power_grid.png
Pins as bars on the die edge. Tap cells in grey.
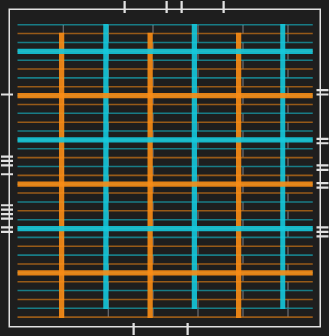
placement_by_type.png
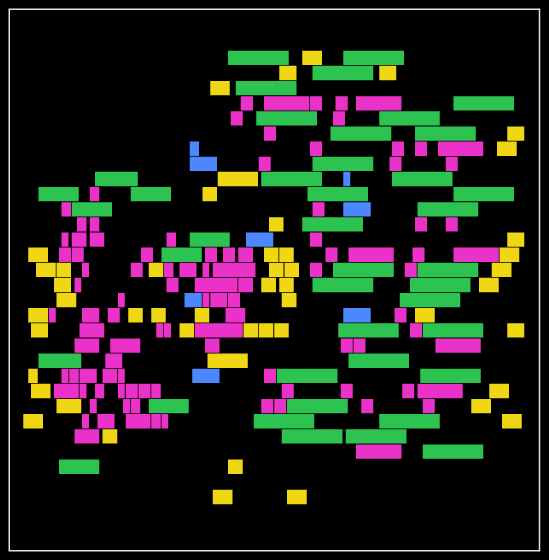
clk_routes.png
The bar under the picture is 20 um long.
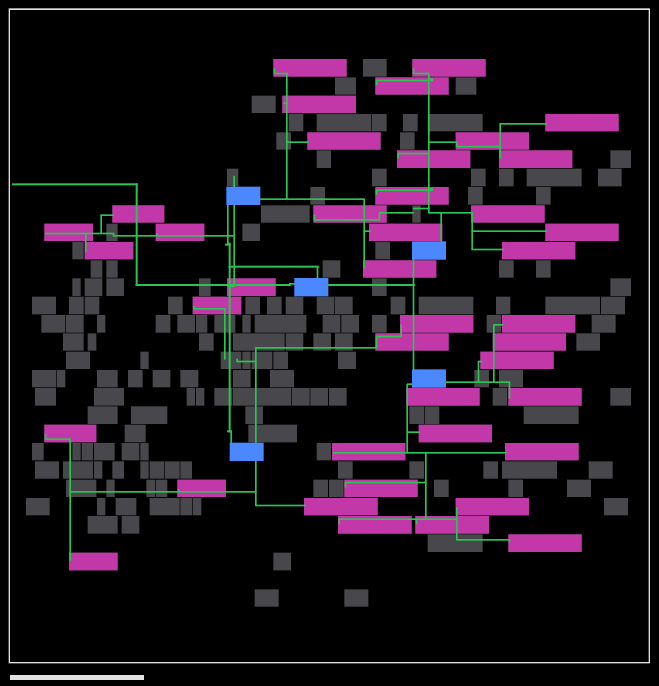
wires.png
The bar under the picture is 20 um long.
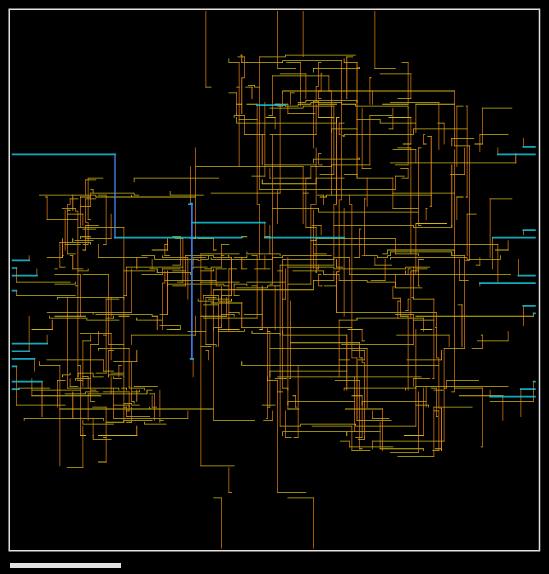
File: config.mk
export PLATFORM = sky130hd
export DESIGN_NAME = ipml_reg_fifo_v1_2_sync_fifo
export DESIGN_NICKNAME = d
export VERILOG_FILES = /design/src/rtl/ipml_reg_fifo_v1_2_sync_fifo.sv
export SDC_FILE = /design/constraint.sdc
export NUM_CORES = 1
export LEC_CHECK = 0
export CORE_AREA = 2 2 93 95
export CTS_CLUSTER_SIZE = 40
export DETAILED_ROUTE_END_ITERATION = 7
export DIE_AREA = 0 0 95 97
export PLACE_DENSITY = 0.44
export SLEW_MARGIN = 20
export SYNTH_ARGS = -nofsm -noshare
export SYNTH_HDL_FRONTEND = slang
export SYNTH_SLANG_ARGS = --single-unit
File: constraint.sdc
create_clock -name clk -period 2.2 [get_ports clk]
set_input_delay 0.55 -clock clk [delete_from_list [all_inputs] [get_ports clk]]
set_output_delay 0.55 -clock clk [all_outputs]
set_load 0.01 [all_outputs]
File: src/rtl/ipml_reg_fifo_v1_2_sync_fifo.sv
// Synchronous first-word-fall-through FIFO built on a register array, with flush,
// an occupancy count and almost_full/almost_empty flags taken from the count register.
module ipml_reg_fifo_v1_2_sync_fifo #(
  parameter int W        = 8,
  parameter int DEPTH    = 4,
  parameter int AF_LEVEL = DEPTH - 1,
  parameter int AE_LEVEL = 1
) (
  input  logic                     clk,
  input  logic                     rst,
  input  logic                     flush,
  input  logic                     data_in_valid,
  input  logic [W-1:0]             data_in,
  output logic                     data_in_ready,
  input  logic                     data_out_ready,
  output logic [W-1:0]             data_out,
  output logic                     data_out_valid,
  output logic [$clog2(DEPTH):0]   count,
  output logic                     almost_full,
  output logic                     almost_empty
);

  localparam int PW = $clog2(DEPTH);
  localparam int CW = PW + 1;

  logic [W-1:0]  mem [DEPTH];
  logic [PW-1:0] wptr;
  logic [PW-1:0] rptr;
  logic [CW-1:0] count_r;
  logic          write;
  logic          read;

  // Handshakes depend only on registered state and flush, so a full FIFO
  // never becomes ready through a same-cycle read.
  assign data_in_ready  = (count_r != CW'(DEPTH)) & ~flush;
  assign data_out_valid = (count_r != '0) & ~flush;
  assign write          = data_in_valid & data_in_ready;
  assign read           = data_out_valid & data_out_ready;

  assign data_out     = mem[rptr];
  assign count        = count_r;
  assign almost_full  = (count_r >= CW'(AF_LEVEL));
  assign almost_empty = (count_r <= CW'(AE_LEVEL));

  always_ff @(posedge clk) begin
    if (rst) begin
      wptr    <= '0;
      rptr    <= '0;
      count_r <= '0;
      for (int i = 0; i < DEPTH; i++) begin
        mem[i] <= '0;
      end
    end else if (flush) begin
      // Contents are left in place; only the bookkeeping is cleared.
      wptr    <= '0;
      rptr    <= '0;
      count_r <= '0;
    end else begin
      if (write) begin
        mem[wptr] <= data_in;
        wptr      <= wptr + PW'(1);
      end
      if (read) begin
        rptr <= rptr + PW'(1);
      end
      case ({write, read})
        2'b10:   count_r <= count_r + CW'(1);
        2'b01:   count_r <= count_r - CW'(1);
        default: count_r <= count_r;
      endcase
    end
  end

endmodule
==> flow report <==
================================================================================
Run status                                                          complete, no violations
Clock distribution area overhead in the final layout                      0.0328
Normalized max-slew margin                                                 0.797
Initial core utilization                                                   0.244
Register bit total from synthesis                                             41
Critical path, cell by cell                                         buf_12, mux4_2, dlygate4sd2_1
Setup repair after global routing missed its margin                        false
Data required time of the critical path                                  1.65 ns
Root cell of the clock tree                                             clkbuf_8
Highest-count cells in the layout ignoring fill and taps            and2_1 (33), edfxtp_1 (32), buf_4 (20)
Worst path slowest cell                                                   mux4_2
Post-synth design cell area                                            1990 um^2
WL met3                                                                   147 um
Vias in the first global route                                              1425
Placed Cells incl. Taps                                                      296
# H-tree levels                                                                2
Static Leakage                                                          0.985 nW
Area contributors post-synth                                        edfxtp_1 (48%), and2_1 (10%), dfxtp_1 (9.1%), mux4_2 (9.1%), ha_1 (3.8%)
Simple share                                                               0.208
Post-CTS setup-driven buffer insertion count                                   0
Flop count                                                                    41
Core box area                                                          8130 um^2
Commonest cells post-synth                                          and2_1 (33), edfxtp_1 (32), nor2_1 (10), dfxtp_1 (9), mux4_2 (8)
Worst Setup Start Kind                                                 flip-flop
Fraction of area in non-clock buffers                                      0.171
Minimum hold slack                                                      0.502 ns
ANT nets after route                                                           0
Power attributed to sequential cells                                      875 uW
Number of buffers inserted during clock tree synthesis                         5
Via-to-Cell Ratio                                                           4.30
Worst-margin pin slew                                                   0.304 ns
Count of endpoints failing setup in the final report                           0
Number of filler instances in the final layout                               836
Register share of total power                                              0.562
Final Wtd Congestion                                                       0.762
Number of stages on the worst hold path                                        2
Cell group occupying the most layout area                              registers
Overall Global Routing Usage                                               0.105
Post-synth top area cell                                                edfxtp_1
Number of flip-flops in the largest register                                  32
Max-cap check violation count                                                  0
Cell type group with the largest total delay on the critical path   multiplexers
Combinational-cell power consumption                                      179 uW
Dpl cell area                                                          2550 um^2
# clock sinks                                                                 41
Internal portion of total power                                          1.18 mW
Power share of the combinational group                                     0.115
Register-to-register setup slack                                         0.18 ns
Yosys-reported design area after synthesis                             1990 um^2
Final Net Count                                                              217
Final hold violations                                                          0
Post-synthesis to final-layout area growth                                 32.3%
Wire length of the first global-routing pass                             7.33 mm
================================================================================
Notes on power_grid.png above:
colour	net
cyan	VDD
orange	VSS
tap cells	105
rows	33
met1 rails	34
met4 straps	6

Notes on placement_by_type.png above:
colour	class	cells	share of their area
magenta	combinational and other logic	101	33%
yellow	remaining buffers and delay cells	49	18%
green	sequential cells	41	46%
blue	clock drivers and dummy loads	8	3.5%
std cell rows: 33
summed area of non-filler cells in the final layout: 2630 um^2

Notes on clk_routes.png above:
[green] clock wires | length: 622 um
[magenta] flip-flops | count: 41
[blue] clock drivers | count: 5
routed clock nets	6
setup skew after layout: 0.00459 ns
fraction of power consumed by the clock network: 0.323

Notes on wires.png above:
colour	layer	wire length
cyan	metal 3	148 um
blue	metal 4	42.7 um
orange	metal 2	2090 um
yellow	metal 1	2160 um
average detailed-routed wire length per instance: 14.6 um
post-detailed-routing wire length: 4.44 mm
total number of vias: 1308

Power is estimated from default activity; no workload was simulated.
